--- src/rtl/ttt_pkg.sv ---
// ----------------------------------------------------------------------------
// ttt_pkg
//   Shared types and helpers for the N x N, K-in-a-row tic-tac-toe controller.
//   - state_t           : controller FSM states
//   - cell_idx()        : flat board bit index for (row, col)
//   - TTT_PARAMS_OK()   : parameter legality test (N in 3..8, K in 3..N)
//   No ports (package).
// ----------------------------------------------------------------------------
`ifndef TTT_PKG_SV
`define TTT_PKG_SV

`define TTT_PARAMS_OK(n, k) (((n) >= 3) && ((n) <= 8) && ((k) >= 3) && ((k) <= (n)))

package ttt_pkg;

   typedef enum logic [1:0] {
      IDLE  = 2'd0,
      TURN  = 2'd1,
      CHECK = 2'd2,
      DONE  = 2'd3
   } state_t;

   // Board bit for a cell: rows are laid out one after another, row 0 first.
   function automatic int cell_idx(input int row, input int col, input int n);
      return row * n + col;
   endfunction

endpackage

`endif

--- src/rtl/ttt_game_ctrl_chk.sv ---
// ----------------------------------------------------------------------------
// ttt_game_ctrl_chk
//   Property checker bound into ttt_game_ctrl. Observes only; drives nothing.
//   Ports:
//     clk_i, rst_ni           clock and async active-low reset
//     board_x_i, board_o_i    occupancy boards
//     win_x_i, win_o_i,
//     draw_i, game_over_i     result flags
// ----------------------------------------------------------------------------
module ttt_game_ctrl_chk #(
   parameter int N = 3,
   parameter int K = N
) (
   input logic           clk_i,
   input logic           rst_ni,
   input logic [N*N-1:0] board_x_i,
   input logic [N*N-1:0] board_o_i,
   input logic           win_x_i,
   input logic           win_o_i,
   input logic           draw_i,
   input logic           game_over_i
);

   localparam bit PARAMS_OK = `TTT_PARAMS_OK(N, K);

   a_params_legal : assert property (@(posedge clk_i) PARAMS_OK);

   // A cell can never hold both stones.
   a_disjoint : assert property (@(posedge clk_i) disable iff (!rst_ni)
      (board_x_i & board_o_i) == '0);

   // Only the mover can newly win, so both sides never win together.
   a_one_winner : assert property (@(posedge clk_i) disable iff (!rst_ni)
      !(win_x_i && win_o_i));

   a_game_over : assert property (@(posedge clk_i) disable iff (!rst_ni)
      game_over_i == (win_x_i || win_o_i || draw_i));

endmodule

--- src/rtl/ttt_line_detect.sv ---
// ----------------------------------------------------------------------------
// ttt_line_detect
//   Combinational K-in-a-row detector for one side's N x N occupancy board.
//   Ports:
//     board_i  in  N*N  occupancy, bit row*N+col
//     line_o   out 1    1 when any K consecutive cells are occupied along a
//                       row, column, diagonal (down-right) or anti-diagonal
//                       (down-left)
// ----------------------------------------------------------------------------
module ttt_line_detect
   import ttt_pkg::*;
#(
   parameter int N = 3,
   parameter int K = N
) (
   input  logic [N*N-1:0] board_i,
   output logic           line_o
);

   localparam int CELLS = N * N;
   localparam int IW    = $clog2(CELLS);
   // Number of start positions for a K-long segment along one board side.
   localparam int SPAN  = N - K + 1;

   // True when the K cells starting at (r0, c0) and stepping (dr, dc) are all set.
   function automatic logic line_at(input logic [CELLS-1:0] b,
                                    input int r0, input int c0,
                                    input int dr, input int dc);
      logic all_s;
      all_s = 1'b1;
      for (int i = 0; i < K; i++) begin
         all_s = all_s & b[IW'(cell_idx(r0 + i * dr, c0 + i * dc, N))];
      end
      return all_s;
   endfunction

   logic [N*SPAN-1:0]    row_hit_s;
   logic [N*SPAN-1:0]    col_hit_s;
   logic [SPAN*SPAN-1:0] diag_hit_s;
   logic [SPAN*SPAN-1:0] anti_hit_s;

   // Rows and columns: every line index, every start offset along it.
   for (genvar r = 0; r < N; r++) begin : g_line
      for (genvar c = 0; c < SPAN; c++) begin : g_start
         assign row_hit_s[r*SPAN + c] = line_at(board_i, r, c, 1'b0, 1'b1);
         assign col_hit_s[r*SPAN + c] = line_at(board_i, c, r, 1'b1, 1'b0);
      end
   end

   // Diagonals: top-left corner of each K x K window; the anti-diagonal
   // starts at the window's top-right corner and walks down-left.
   for (genvar r = 0; r < SPAN; r++) begin : g_diag_r
      for (genvar c = 0; c < SPAN; c++) begin : g_diag_c
         assign diag_hit_s[r*SPAN + c] = line_at(board_i, r, c, 1, 1);
         assign anti_hit_s[r*SPAN + c] = line_at(board_i, r, c + K - 1, 1, -1);
      end
   end

   assign line_o = |{row_hit_s, col_hit_s, diag_hit_s, anti_hit_s};

endmodule

--- src/rtl/ttt_game_ctrl.sv ---
// ----------------------------------------------------------------------------
// ttt_game_ctrl
//   Sequential N x N, K-in-a-row tic-tac-toe controller. Holds the board,
//   alternates turns (X first), accepts moves over valid/ready, rejects
//   illegal moves and reports win / draw / game over.
//   Ports:
//     clk, rst_n            clock (rising edge), async active-low reset
//     start                 clear board and flags, X to move, next cycle
//     move_valid/ready      move handshake; accepted when both high
//     move_row, move_col    move coordinates, 0 = top / left
//     turn_o                side to move: 0 = X, 1 = O
//     board_x, board_o      occupancy, bit row*N+col
//     illegal               one-cycle pulse on a rejected move
//     win_x, win_o, draw    sticky results until start
//     game_over             win_x | win_o | draw
// ----------------------------------------------------------------------------
module ttt_game_ctrl
   import ttt_pkg::*;
#(
   parameter int N = 3,
   parameter int K = N
) (
   input  logic                 clk,
   input  logic                 rst_n,
   input  logic                 start,
   input  logic                 move_valid,
   output logic                 move_ready,
   input  logic [$clog2(N)-1:0] move_row,
   input  logic [$clog2(N)-1:0] move_col,
   output logic                 turn_o,
   output logic [N*N-1:0]       board_x,
   output logic [N*N-1:0]       board_o,
   output logic                 illegal,
   output logic                 win_x,
   output logic                 win_o,
   output logic                 draw,
   output logic                 game_over
);

   localparam int CELLS = N * N;

   state_t           state_q, state_d;
   logic [CELLS-1:0] board_x_q, board_x_d;
   logic [CELLS-1:0] board_o_q, board_o_d;
   logic             turn_q, turn_d;
   logic             illegal_q, illegal_d;
   logic             win_x_q, win_x_d;
   logic             win_o_q, win_o_d;
   logic             draw_q, draw_d;
   logic             game_over_q, game_over_d;

   logic             ready_s;
   logic             accept_s;
   logic             rc_ok_s;
   logic             legal_s;
   logic             line_s;
   logic             full_s;
   logic [CELLS-1:0] move_mask_s;
   logic [CELLS-1:0] mover_board_s;

   // A pending restart wins over a move in the same cycle, so drop ready.
   assign ready_s  = (state_q == TURN) && !start;
   assign accept_s = move_valid && ready_s;

   // Decode the presented coordinates into a one-hot cell mask (zero if off-board).
   always_comb begin
      rc_ok_s = (int'(move_row) < N) && (int'(move_col) < N);
      for (int i = 0; i < CELLS; i++) begin
         move_mask_s[i] = rc_ok_s && (i == cell_idx(int'(move_row), int'(move_col), N));
      end
   end

   assign legal_s = rc_ok_s && ((move_mask_s & (board_x_q | board_o_q)) == '0);

   // turn_q still names the mover while in CHECK, so only that side is examined.
   assign mover_board_s = turn_q ? board_o_q : board_x_q;
   assign full_s        = &(board_x_q | board_o_q);

   ttt_line_detect #(
      .N (N),
      .K (K)
   ) u_line_detect (
      .board_i (mover_board_s),
      .line_o  (line_s)
   );

   // Next-state logic for the game FSM, board and result flags.
   always_comb begin
      state_d     = state_q;
      board_x_d   = board_x_q;
      board_o_d   = board_o_q;
      turn_d      = turn_q;
      illegal_d   = 1'b0;
      win_x_d     = win_x_q;
      win_o_d     = win_o_q;
      draw_d      = draw_q;
      game_over_d = game_over_q;

      if (start) begin
         state_d     = TURN;
         board_x_d   = '0;
         board_o_d   = '0;
         turn_d      = 1'b0;
         win_x_d     = 1'b0;
         win_o_d     = 1'b0;
         draw_d      = 1'b0;
         game_over_d = 1'b0;
      end else begin
         case (state_q)
            IDLE: begin
               state_d = IDLE;
            end
            TURN: begin
               if (accept_s && legal_s) begin
                  if (turn_q) begin
                     board_o_d = board_o_q | move_mask_s;
                  end else begin
                     board_x_d = board_x_q | move_mask_s;
                  end
                  state_d = CHECK;
               end else if (accept_s) begin
                  // Rejected: same player stays on move and may retry at once.
                  illegal_d = 1'b1;
               end else begin
                  state_d = TURN;
               end
            end
            CHECK: begin
               if (line_s) begin
                  if (turn_q) begin
                     win_o_d = 1'b1;
                  end else begin
                     win_x_d = 1'b1;
                  end
                  game_over_d = 1'b1;
                  state_d     = DONE;
               end else if (full_s) begin
                  // Checked after the line test so a win on the last cell is not a draw.
                  draw_d      = 1'b1;
                  game_over_d = 1'b1;
                  state_d     = DONE;
               end else begin
                  turn_d  = ~turn_q;
                  state_d = TURN;
               end
            end
            DONE: begin
               state_d = DONE;
            end
            default: begin
               state_d = IDLE;
            end
         endcase
      end
   end

   // State and output registers with asynchronous clear.
   always_ff @(posedge clk or negedge rst_n) begin
      if (!rst_n) begin
         state_q     <= IDLE;
         board_x_q   <= '0;
         board_o_q   <= '0;
         turn_q      <= 1'b0;
         illegal_q   <= 1'b0;
         win_x_q     <= 1'b0;
         win_o_q     <= 1'b0;
         draw_q      <= 1'b0;
         game_over_q <= 1'b0;
      end else begin
         state_q     <= state_d;
         board_x_q   <= board_x_d;
         board_o_q   <= board_o_d;
         turn_q      <= turn_d;
         illegal_q   <= illegal_d;
         win_x_q     <= win_x_d;
         win_o_q     <= win_o_d;
         draw_q      <= draw_d;
         game_over_q <= game_over_d;
      end
   end

   assign move_ready = ready_s;
   assign turn_o     = turn_q;
   assign board_x    = board_x_q;
   assign board_o    = board_o_q;
   assign illegal    = illegal_q;
   assign win_x      = win_x_q;
   assign win_o      = win_o_q;
   assign draw       = draw_q;
   assign game_over  = game_over_q;

   ttt_game_ctrl_chk #(
      .N (N),
      .K (K)
   ) u_chk (
      .clk_i       (clk),
      .rst_ni      (rst_n),
      .board_x_i   (board_x_q),
      .board_o_i   (board_o_q),
      .win_x_i     (win_x_q),
      .win_o_i     (win_o_q),
      .draw_i      (draw_q),
      .game_over_i (game_over_q)
   );

endmodule

--- config.mk ---
export PLATFORM = sky130hd
export DESIGN_NAME = ttt_game_ctrl
export DESIGN_NICKNAME = d
export VERILOG_FILES = /design/src/rtl/ttt_pkg.sv /design/src/rtl/ttt_game_ctrl_chk.sv /design/src/rtl/ttt_line_detect.sv /design/src/rtl/ttt_game_ctrl.sv
export SDC_FILE = /design/constraint.sdc
export NUM_CORES = 1
export LEC_CHECK = 0
export CAP_MARGIN = 25
export CORE_MARGIN = 4
export CORE_UTILIZATION = 50
export CTS_CLUSTER_SIZE = 10
export DETAILED_ROUTE_END_ITERATION = 6
export PLACE_DENSITY_LB_ADDON = 0.12
export SYNTH_ARGS = -nofsm -noshare
export SYNTH_HDL_FRONTEND = slang
export SYNTH_SLANG_ARGS = --single-unit
--- constraint.sdc ---
create_clock -name clk -period 2.02 [get_ports clk]
set_input_delay 0.505 -clock clk [delete_from_list [all_inputs] [get_ports clk]]
set_output_delay 0.505 -clock clk [all_outputs]
set_load 0.05 [all_outputs]
### Signal wires by layer, run 1

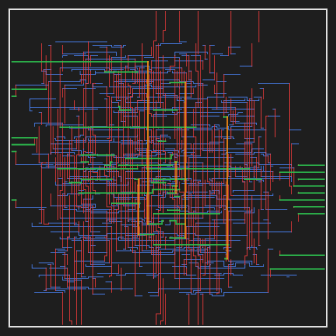
Blue is metal 1, wire length 1790 um. Orange is metal 4, wire length 107 um. Red is metal 2, wire length 2210 um. Green is metal 3, wire length 319 um.
vias: 1481
average wire length per cell after detail routing: 18.5 um
aggregate routed wire length: 4430 um
global-route usage over all layers: 22.7%

### Clock network drawn from the DEF, run 1

Bar = 20 um.
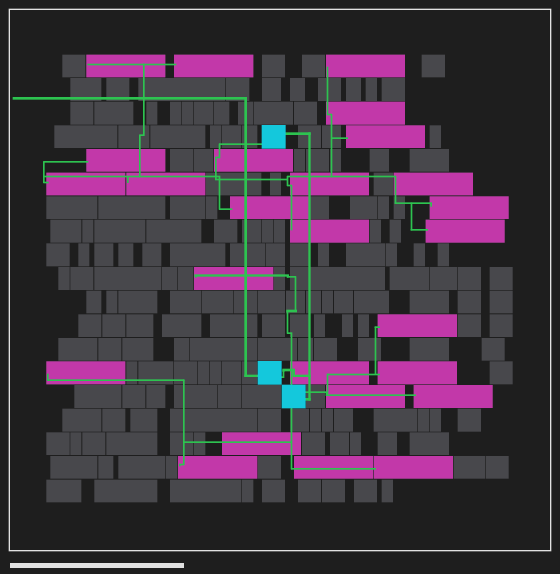
Cyan is clock drivers, count 3. Green is clock wires, length 344 um. Magenta is flip-flops, count 26.
There are 4 routed clock nets.
proportion of power drawn by the clock network: 28.5%
clock network power consumption: 0.373 mW
source-to-sink clock delay at the later pin of the worst-skew pair: 0.34 ns
final setup skew: 0.00679 ns

### Met2 routing, run 1

Cells faint in the background.
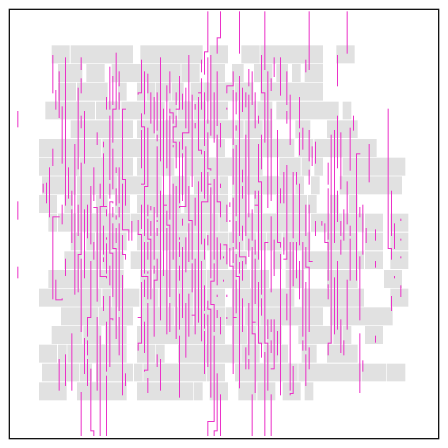
The wires run mostly vertical. The layer carries 2210 um of wire.
met2 track utilization from global routing: 35.9%

### Met3 routing, run 1

Bar = 20 um. Cells faint in the background.
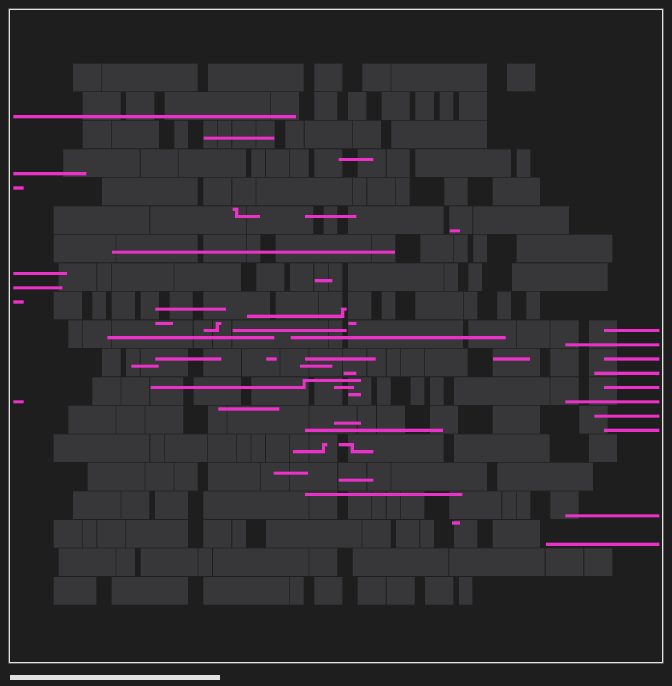
The longest straight run is 26.7 um. The layer holds 7.2% of the routed length. The wires run mostly horizontal.
GR Util met3: 4.68%

==> qor.yml, run 1 <==
cts:
  cts_made_buffers: 3
  clock-root-buffer: "clkbuf_4"
  cts.htree.levels: 1
final_timing:
  final.setup.worst_slack_ns: -0.538
  timing.final.max_slew_violations: 0
  clock.fmax_mhz: 391
  setup_viol: 21
  max_slew_margin_pct: 66.6
  unrepaired_setup_endpoints_after_global_routing: "true"
worst_setup_path:
  largest_fanout_on_the_critical_path: 5
  worstSetupEndpointType: "flop"
  critical_path.startpoint_type: "primary input"
  timing.setup.critical_path_class: "in -> reg"
  worst_path_max_delay_cell: "fa_2"
  crit_family: "adder cells"
final_layout:
  layout.nets: 222
pwr:
  largestPowerGroup: "registers"
  ir_drop_v: 0.000625
  power-per-cell-area_mw_per_mm2: 595
  share_comb_of_total_power_pct: 30.0
  power.static_leakage_nw: 0.907
place:
  i_o_buffers: 32
  globalplace.congestion: 0.976
  detailed_place_hpwl_um: 2980
detailed_routing:
  avgViaCountPerCell: 6.20
  firstDrtPassIters: 4
  drtIter0Drc: 78
  count_of_unresolved_drc_violations_after_routing: 0
  route.antenna.remaining_nets: 0
global_route:
  grt_overflow: 0
  antenna_found_initial: 0
  grt_pass1_wl_um: 7110
  global_route.peak_usage_layer: "met2"
  grt_start_max_net_pins: 27
synthesis:
  ys_async_sr_fraction_pct: 100
  synth_sequential_area_ratio_pct: 44.3
  post_synth_inst_count: 155
  nets_in_the_synthesized_netlist: 168
  avgSynthCellArea_um2: 9.48
  number_of_synthesized_flops_with_an_enable_pin: 0
floorplan:
  io_pins: 33
  chipWidth_um: 62.2
outcome:
  run_status: "finished, violations left"
  violations_in_the_final_reports: "negative setup slack"
job:
  warning_count: 30
run 1: layout by cell type, fill, tap and decap left out, types with 2 or more instances in the layout:
cell type | Yosys | routed
nor2_1 | 10 | 10
inv_1 | 26 | 25
a22o_1 | 2 | 2
nor3_2 | 0 | 2
a21oi_1 | 5 | 4
o22ai_2 | 0 | 7
nand3_4 | 0 | 4
nor4_2 | 0 | 2
nor3_1 | 7 | 5
a31oi_1 | 5 | 5
o32ai_2 | 0 | 2
nand3_1 | 8 | 3
a22oi_1 | 2 | 2
ha_2 | 0 | 2
nand2_1 | 6 | 6
and2_1 | 2 | 2
dfrtp_1 | 26 | 26
clkdlybuf4s50_1 | 0 | 3
o22ai_1 | 18 | 11
buf_4 | 0 | 42
nor3b_2 | 1 | 2
nand2b_4 | 2 | 2
clkbuf_4 | 0 | 3
buf_6 | 1 | 4
run 1: routing by layer:
layer | routed length, um | up-vias | part of all wire, %
met1 | 1790 | 725 | 40
li1 | - | 670 | -
met2 | 2210 | 75 | 50
met3 | 319 | 11 | 7.2
met4 | 107 | 0 | 2.4
met5 | 0 | - | 0
run 1: repair_timing:
action | in CTS | in global routing
endpoints found under the setup margin | 21 | 23
buffers inserted | 6 | 2
pin swaps | 10 | 11
hold buffers | 0 | 0
endpoints found under the hold margin | 0 | 0
gates resized | 32 | 19
run 1: worst paths after layout:
path	startpoint	to	slack, ns	cells past startpoint
hold reg to reg	draw	draw	0.52	2
setup reg to reg	board_o[4]	state_q[1]	0.22	5
hold / removal	rst_n	board_o[7]	0.51	2
setup / recovery	move_row[0]	state_q[0]	-0.54	9
min in group clk	draw	draw	0.52	2
max in group asynchronous	rst_n	illegal	1.26	2
run 1: final cells by class:
class,count,area [um^2]
well taps,31,38.8
fillers,166,582
clock buffers,3,22.5
repair buffers,54,452
flip-flops and latches,26,651
multi-input cells,98,908
clock inverters,1,30.0
inverters,26,97.6
run 1: Yosys cell counts (2+ instances only):
master | n | area share (%)
o22ai_1 | 18 | 7.7
ha_1 | 3 | 2.6
fa_1 | 2 | 2.7
clkbuf_1 | 2 | 0.51
nor3_1 | 7 | 2.4
nand2b_4 | 2 | 1.9
nor2_1 | 10 | 2.6
dfrtp_1 | 26 | 44
a31oi_2 | 2 | 1.7
a22oi_1 | 2 | 1.0
a21oi_1 | 5 | 1.7
nor4_1 | 3 | 1.3
and2_1 | 2 | 0.85
buf_2 | 2 | 0.68
a31oi_1 | 5 | 2.1
inv_1 | 26 | 6.6
nand2_1 | 6 | 1.5
nand3_1 | 8 | 2.7
a22o_1 | 2 | 1.2
o32ai_1 | 3 | 1.8
run 1: cell families (layout without fill, tap and decap cells):
logic type / after synthesis / count (layout) / share of synthesized area [%]
flip-flops: 26 / 26 / 44.3
AND/OR/NAND/NOR: 47 / 47 / 18.1
AND-OR/OR-AND: 46 / 46 / 23.7
buffers and inverters: 31 / 84 / 8.60
adder cells (fa/ha/maj): 5 / 5 / 5.28
run 1: through the flow:
step / instance area, um^2 / instances / utilization, %
floorplan: 1510 / 155 / -
global placement: 1890 / 227 / 68.0
detailed placement: 1890 / 227 / 68.0
CTS: 2080 / 237 / 74.7
global route: 2200 / 239 / 79.1
finish: 2200 / 239 / 79.1
### Track usage over the die, run 1

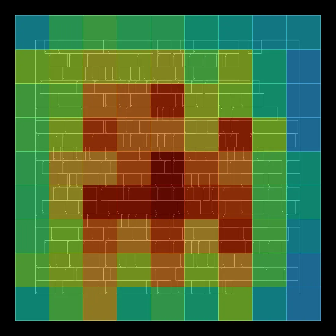

==> run 2, diff against run 1 <==
--- a/config.mk
+++ b/config.mk
@@ -10,7 +10,7 @@
 export CORE_UTILIZATION = 50
 export CTS_CLUSTER_SIZE = 10
 export DETAILED_ROUTE_END_ITERATION = 6
-export PLACE_DENSITY_LB_ADDON = 0.12
+export PLACE_DENSITY = 0.79
 export SYNTH_ARGS = -nofsm -noshare
 export SYNTH_HDL_FRONTEND = slang
 export SYNTH_SLANG_ARGS = --single-unit
### Track usage over the die, run 2

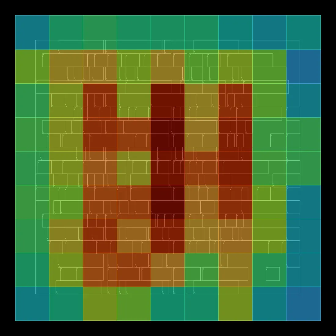
global-route usage over all layers: 22.8%
M1 GR Usage: 28.6%

==> qor.yml, run 2 <==
outcome:
  run_status: "finished, violations left"
  violations_in_the_final_reports: "negative setup slack"
cts:
  clkLatencyLatePin_ns: 0.34  # about the same
  cts_hold_buffers: 0  # unchanged
  cts_made_buffers: 3  # unchanged
synthesis:
  mux_area_share_pct: 0  # unchanged
  ys_sh_aoi_pct: 23.7  # unchanged
  post_synth_inst_count: 155  # unchanged
  post_synth_xor_area_fraction_pct: 0  # unchanged
  synthDominantCellAreaShare_pct: 44.3  # unchanged
  number_of_synthesized_flops_with_an_enable_pin: 0  # unchanged
  synthAdderAreaFrac_pct: 5.28  # unchanged
  nets_in_the_synthesized_netlist: 168  # unchanged
  synth.logic.top_family: "AND-OR/OR-AND gates"
  ys_async_sr_fraction_pct: 100  # unchanged
  post_synth_and_or_nand_nor_area_fraction_pct: 18.1  # unchanged
  synth.largest_area_cell: "dfrtp_1"
final_timing:
  unrepaired_setup_endpoints_after_global_routing: "true"
  final.setup.worst_slack_ns: -0.540  # -0.00186 ns
  setup_viol: 21  # unchanged
  max_slew_margin_pct: 66.1  # -0.49 points
  timing.final.max_slew_violations: 0  # unchanged
  clock.fmax_mhz: 391  # about the same
job:
  warning_count: 30  # unchanged
place:
  detailed_place_hpwl_um: 3130  # +4.8%
  detailed_place.area_mm2: 0.00191  # +0.79%
worst_setup_path:
  r2r_cells: 5  # unchanged
  critical_path.startpoint_type: "primary input"
  critical_path.reg2reg.startpoint: "turn_o"
  timing.setup.critical_path_class: "in -> reg"
  largest_fanout_on_the_critical_path: 6  # +1
  r2r_setup_slack_ns: 0.07  # -0.15 ns
  timing.rr.end: "turn_o"
final_layout:
  finish.cell_count_without_fillers: 241  # +0.84%
  most-common-layout-cells: "buf_4 (44), dfrtp_1 (26), inv_1 (25), o22ai_1 (11), nor2_1 (10)"
  layout.cells.most_common: "buf_4"
  filler_cell_count: 164  # -1.2%
  layout.nets: 224  # +0.90%
detailed_routing:
  drt-total-wl_um: 4510  # +1.9%
  detail_route.wl_per_cell_um: 18.7  # +1.1%
  firstDrtPassIters: 4  # unchanged
  route.antenna.remaining_nets: 0  # unchanged
global_route:
  grt_start_max_net_pins: 27  # unchanged
  antenna_found_initial: 0  # unchanged
  grt_overflow: 0  # unchanged
  grt_pass1_wl_um: 7240  # +1.8%
floorplan:
  io_pins: 33  # unchanged
  chipWidth_um: 62.2  # unchanged
[run 2: layer usage]
metal  global-route usage, %  wire, um  vias up
met5                       0         0        -
met4                    12.2       142        0
met3                    5.05       330       19
met2                    36.4      2200       90
met1                    28.6      1840      725
li1                        -         -      681
[run 2: cell families (layout without fill, tap and decap cells)]
group	count (synthesis)	in the layout
AND/OR/NAND/NOR	47	47
AND-OR/OR-AND	46	46
buffers and inverters	31	86
flip-flops	26	26
adder cells (fa/ha/maj)	5	5
[run 2: worst max-delay path: stages]
cell and delay, ns:
buf_8 0.10, fa_1 0.54, ha_2 0.18, inv_2 0.04, fa_2 0.48, buf_4 0.20
o211ai_2 0.23, buf_6 0.17, nand3_1 0.19, o22ai_1 0.19
[run 2: what timing repair did]
action                                  4_1_cts  5_1_grt
pin swaps                                     9        6
gates resized                                26       17
endpoints found under the setup margin       22       22
setup buffers                                 4        4
[run 2: power by group]
part / internal [mW] / switching [mW]
Combinational: 0.164 / 0.212
Sequential: 0.530 / 0.0145
Clock: 0.201 / 0.166
[run 2: worst max path at each step]
stage / start / endpoint / slack [ns] / depth (start not counted)
after CTS: move_col[1] / state_q[0] / -0.51 / 9
after global routing: move_col[1] / board_o[2] / -0.57 / 10
after global placement: move_col[1] / state_q[0] / -1.25 / 9
final: move_col[1] / board_o[1] / -0.54 / 10
after floorplan: move_col[1] / state_q[0] / -0.72 / 9
after detailed placement: move_col[1] / state_q[1] / -1.34 / 9
[run 2: cell type report]
class	instances	area (um^2)	share of cell area (%)
Clock inverter	1	30.0	1.39
Inverter	26	97.6	4.52
Multi-Input combinational cell	98	863	40.0
Clock buffer	3	22.5	1.04
Tap cell	31	38.8	1.80
Sequential cell	26	651	30.1
Timing Repair Buffer	56	457	21.1
Power and IR drop assume default switching activity.
